**Cell outlines without signal wires**

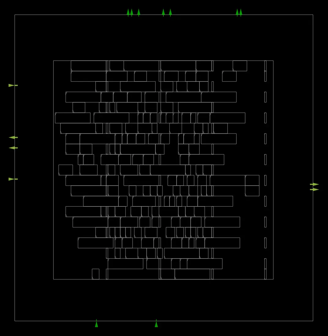
**Sequential cells grouped by signal name**

Bar = 20 um.
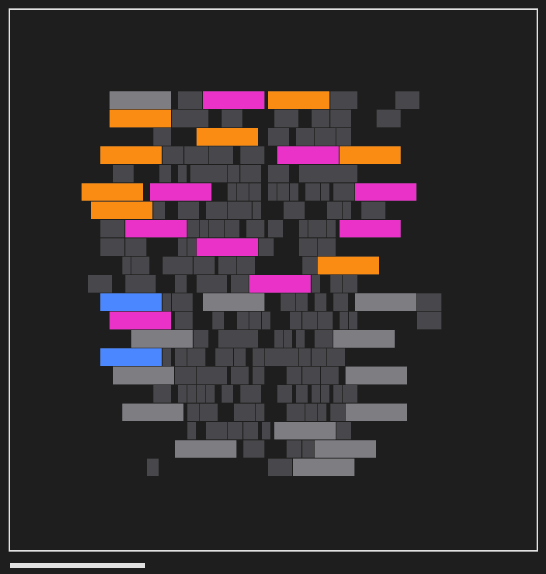
File: src/rtl/pwm_demodulator_if.sv
// pwm_demodulator_if: receive-side PWM line, enable and recovered-sample outputs.
interface pwm_demodulator_if #(
    parameter int PERIOD_W = 8
);
    logic                en;
    logic                pwm_in;
    logic [PERIOD_W-1:0] data_out;
    logic                data_valid;
    logic                locked;
    logic                sync_err;

    modport master (
        output en, pwm_in,
        input  data_out, data_valid, locked, sync_err
    );

    modport slave (
        input  en, pwm_in,
        output data_out, data_valid, locked, sync_err
    );
endinterface

File: src/rtl/pwm_demodulator.sv
// pwm_demodulator: recovers PWM samples by counting high cycles per 2^PERIOD_W-clock frame.
// Optional PWM_GLITCH_FILTER_EN inserts a 3-sample majority filter before edge detection.
module pwm_demodulator #(
    parameter int PERIOD_W    = 8,
    parameter int SYNC_STAGES = 2
) (
    input logic              clk,
    input logic              rst,
    pwm_demodulator_if.slave bus
);
    localparam int SS = (SYNC_STAGES < 2) ? 2 : SYNC_STAGES;
    localparam logic [PERIOD_W-1:0] LAST = '1;
    localparam logic [PERIOD_W-1:0] ONE  = 1;
    localparam logic [PERIOD_W:0]   HONE = 1;

    typedef enum logic {IDLE, MEASURE} state_e;

    state_e              state_q, state_d;
    logic [SS-1:0]       sync_q;
    logic                s, s_prev_q, rise;
    logic [PERIOD_W-1:0] cnt_q, cnt_d;
    logic [PERIOD_W:0]   hcnt_q, hcnt_d, total;
    logic [PERIOD_W-1:0] data_q, data_d;
    logic                valid_q, valid_d;
    logic                locked_q, locked_d;
    logic                err_q, err_d;

    always_ff @(posedge clk or negedge rst) begin
        if (!rst) sync_q <= '0;
        else      sync_q <= {sync_q[SS-2:0], bus.pwm_in};
    end

`ifdef PWM_GLITCH_FILTER_EN
    logic [2:0] filt_q;
    always_ff @(posedge clk or negedge rst) begin
        if (!rst) filt_q <= '0;
        else      filt_q <= {filt_q[1:0], sync_q[SS-1]};
    end
    assign s = (filt_q[0] & filt_q[1]) | (filt_q[1] & filt_q[2]) | (filt_q[0] & filt_q[2]);
`else
    assign s = sync_q[SS-1];
`endif

    assign rise  = s & ~s_prev_q;
    assign total = hcnt_q + {{PERIOD_W{1'b0}}, s};

    always_comb begin
        state_d  = state_q;
        cnt_d    = cnt_q;
        hcnt_d   = hcnt_q;
        data_d   = data_q;
        valid_d  = 1'b0;
        err_d    = 1'b0;
        locked_d = locked_q;
        if (!bus.en) begin
            state_d  = IDLE;
            cnt_d    = '0;
            hcnt_d   = '0;
            locked_d = 1'b0;
        end else if (state_q == IDLE) begin
            if (rise) begin
                state_d = MEASURE;
                cnt_d   = ONE;
                hcnt_d  = HONE;
            end
        end else if (rise && cnt_q != '0) begin
            // an edge mid-frame means we are misaligned: restart the frame on it
            err_d    = 1'b1;
            locked_d = 1'b0;
            cnt_d    = ONE;
            hcnt_d   = HONE;
        end else if (cnt_q == LAST) begin
            data_d   = total[PERIOD_W] ? LAST : total[PERIOD_W-1:0];
            valid_d  = 1'b1;
            locked_d = 1'b1;
            cnt_d    = '0;
            hcnt_d   = '0;
        end else begin
            cnt_d  = cnt_q + ONE;
            hcnt_d = total;
        end
    end

    always_ff @(posedge clk or negedge rst) begin
        if (!rst) begin
            state_q  <= IDLE;
            s_prev_q <= 1'b0;
            cnt_q    <= '0;
            hcnt_q   <= '0;
            data_q   <= '0;
            valid_q  <= 1'b0;
            locked_q <= 1'b0;
            err_q    <= 1'b0;
        end else begin
            state_q  <= state_d;
            s_prev_q <= s;
            cnt_q    <= cnt_d;
            hcnt_q   <= hcnt_d;
            data_q   <= data_d;
            valid_q  <= valid_d;
            locked_q <= locked_d;
            err_q    <= err_d;
        end
    end

    assign bus.data_out   = data_q;
    assign bus.data_valid = valid_q;
    assign bus.locked     = locked_q;
    assign bus.sync_err   = err_q;
endmodule

File: src/flat_wrapper.sv
// flat-port wrapper written by rule: the top's interface ports become plain ports
module pwm_demodulator_flat 
#(
    parameter int PERIOD_W    = 8,
    parameter int SYNC_STAGES = 2
)
  (clk, rst, bus_en, bus_pwm_in, bus_data_out, bus_data_valid, bus_locked, bus_sync_err);
  pwm_demodulator_if #(.PERIOD_W(PERIOD_W)) bus_i ();
  input logic clk;
  input logic rst;
  input wire logic [$bits(bus_i.en)-1:0] bus_en;
  input wire logic [$bits(bus_i.pwm_in)-1:0] bus_pwm_in;
  output wire logic [$bits(bus_i.data_out)-1:0] bus_data_out;
  output wire logic [$bits(bus_i.data_valid)-1:0] bus_data_valid;
  output wire logic [$bits(bus_i.locked)-1:0] bus_locked;
  output wire logic [$bits(bus_i.sync_err)-1:0] bus_sync_err;
  assign bus_i.en = bus_en;
  assign bus_i.pwm_in = bus_pwm_in;
  assign bus_data_out = bus_i.data_out;
  assign bus_data_valid = bus_i.data_valid;
  assign bus_locked = bus_i.locked;
  assign bus_sync_err = bus_i.sync_err;
  pwm_demodulator #(.PERIOD_W(PERIOD_W), .SYNC_STAGES(SYNC_STAGES)) u_core (.clk(clk), .rst(rst), .bus(bus_i));
endmodule
File: config.mk
export PLATFORM = sky130hd
export DESIGN_NAME = pwm_demodulator_flat
export DESIGN_NICKNAME = d
export VERILOG_FILES = /design/src/rtl/pwm_demodulator_if.sv /design/src/rtl/pwm_demodulator.sv /design/src/flat_wrapper.sv
export SDC_FILE = /design/constraint.sdc
export NUM_CORES = 1
export LEC_CHECK = 0
export ABC_CLOCK_PERIOD_IN_PS = 1900
export CORE_AREA = 10 10 68 70
export DETAILED_ROUTE_END_ITERATION = 6
export DIE_AREA = 0 0 78 80
export GPL_ROUTABILITY_DRIVEN = 1
export GPL_TIMING_DRIVEN = 0
export PLACE_DENSITY = 0.81
export SKIP_LAST_GASP = 1
export SLEW_MARGIN = 0
export SYNTH_ARGS = -nofsm -noshare
export SYNTH_HDL_FRONTEND = slang
export SYNTH_SLANG_ARGS = --single-unit
File: constraint.sdc
create_clock -name clk -period 1.9 [get_ports clk]
set_input_delay 0.38 -clock clk [delete_from_list [all_inputs] [get_ports clk]]
set_output_delay 0.38 -clock clk [all_outputs]
set_load 0.005 [all_outputs]
==> out/results.ini <==
[cts]
htreeDepth=2
cts_tree=built
cts_buffers=5
cts_hold_buf=0
cts_sinks=32
cts_resized=6
path_clk_slew_ns=0.10

[synth]
async_flop_share_pct=100
ys_sh_simple_pct=18.7
fp_nets=164
ys_warn_count=0
synth.most_common_cell=dfrtp_1
ys_seq_share_pct=50.8
ys_area_um2=1580
syn-cell-area_um2=1580
yosys_cells=155
synthCells=155
yosysTopAreaCell=dfrtp_1
top_logic_kind=simple AND/OR/NAND/NOR gates
edf_count=0
ys_types=35

[global_route]
met3_usage_pct=4.50
antenna_found_initial=0
grt_pass1_wl_um=6340
grt_usage_pct=12.7
top_usage_layer=met2
grt_max_degree=33

[worst_setup_path]
arrival_ns=2.15
cp-endpoint=u_core.bus.data_out[3]
path_max_fanout=8
cp-startpoint=u_core.cnt_q[0]
ff2ff_path_depth=7
reg2reg_slack_ns=-0.04
crit_required_ns=2.11

[route]
vias=1313
route.antenna.remaining_nets=0
post_drt_wl_per_cell_um=16.5
highest_layer=met4
wl_met3_um=197
drcViolationCount=0
totalWireLength_um=3750
via_per_inst=5.78
drt-met1-wl_um=1570
drt_iter0_markers=83
met2WireLength_um=1910

[power]
p_per_area_nw_per_um2=619
finalPower_mw=1.17
ir_worst_vdd_v=0.000391
p_leak_nw=0.804

[timing]
tightest_slew_ns=0.708
final.setup.tns_ns=-0.194
rsz0062_at_grt=yes
hold_viol=0
setup_viol=10
slew_headroom_pct=52.8
finClkSkew_ns=0.0171
layout_setup_ws_ns=-0.0385

[placed_design]
numPortBuffers=14
placed_cells=215
dp_hpwl_um=2580
pre_cts_ws_ns=-0.341

[cells_and_area]
largestClassByArea=sequential cells
clkbuf_count=5
layout-drive-gt1-share_pct=16.0
final_cell_mix=32 x dfrtp_1, 18 x nand2_1, 13 x clkdlybuf4s50_1
layout.cells.non_filler=227
areaGrowthSynthToFinish_pct=20.1
mi_logic_area_um2=742
final_common_cell=dfrtp_1
buffers_excl_clock=27
largest_register_ff_count=9
clock_area_share_pct=1.98
seq_cells=32

[min_path]
hold_path_class=primary input to asynchronous set/reset pin

[floorplanning]
die_w_um=78
io_pins=15
core_util_floorplan_pct=48.0
die_y_um=80

[flow_run]
maxCapViolCount=0

[status]
outcome=finished with violations
violations=negative setup slack

## Picture notes: 'cell outlines without signal wires'
Taps Inserted: 46
CORE AREA: 3280 um2
row cnt: 21

## Picture notes: 'sequential cells grouped by signal name'
[u_core.sync_q] blue | sequential cells: 2
[u_core.hcnt_q] magenta | sequential cells: 9
[u_core.bus.data_out] orange | sequential cells: 8
not colored: 13
Seq/total area: 42.3%
Flop area: 801 um2
reported sequential group power: 704 uW
fin util: 57.6%

[through the flow]
step	area [um2]	hold WS (ns)
2_1_floorplan	1580	0.0844
3_5_place_dp	1770	0.347
5_1_grt	1890	0.125
3_3_place_gp	1770	0.339
6_report	1890	0.0809
4_1_cts	1860	0.376
[where the power goes]
part | internal, mW | switching (mW) | leakage (nW) | total, mW
logic | 0.0493 | 0.0791 | 0.344 | 0.128
registers | 0.693 | 0.0109 | 0.437 | 0.704
clock network | 0.123 | 0.215 | 0.0230 | 0.339
[worst max-delay path: stages (launching register included)]
cell,delay [ns]
dfrtp_1,0.41
inv_2,0.07
ha_1,0.15
or4b_4,0.48
o21ai_4,0.21
nor4b_4,0.25
buf_6,0.17
a2bb2oi_1,0.07
Power figures rest on the tool's default switching activity, not on a simulated workload.
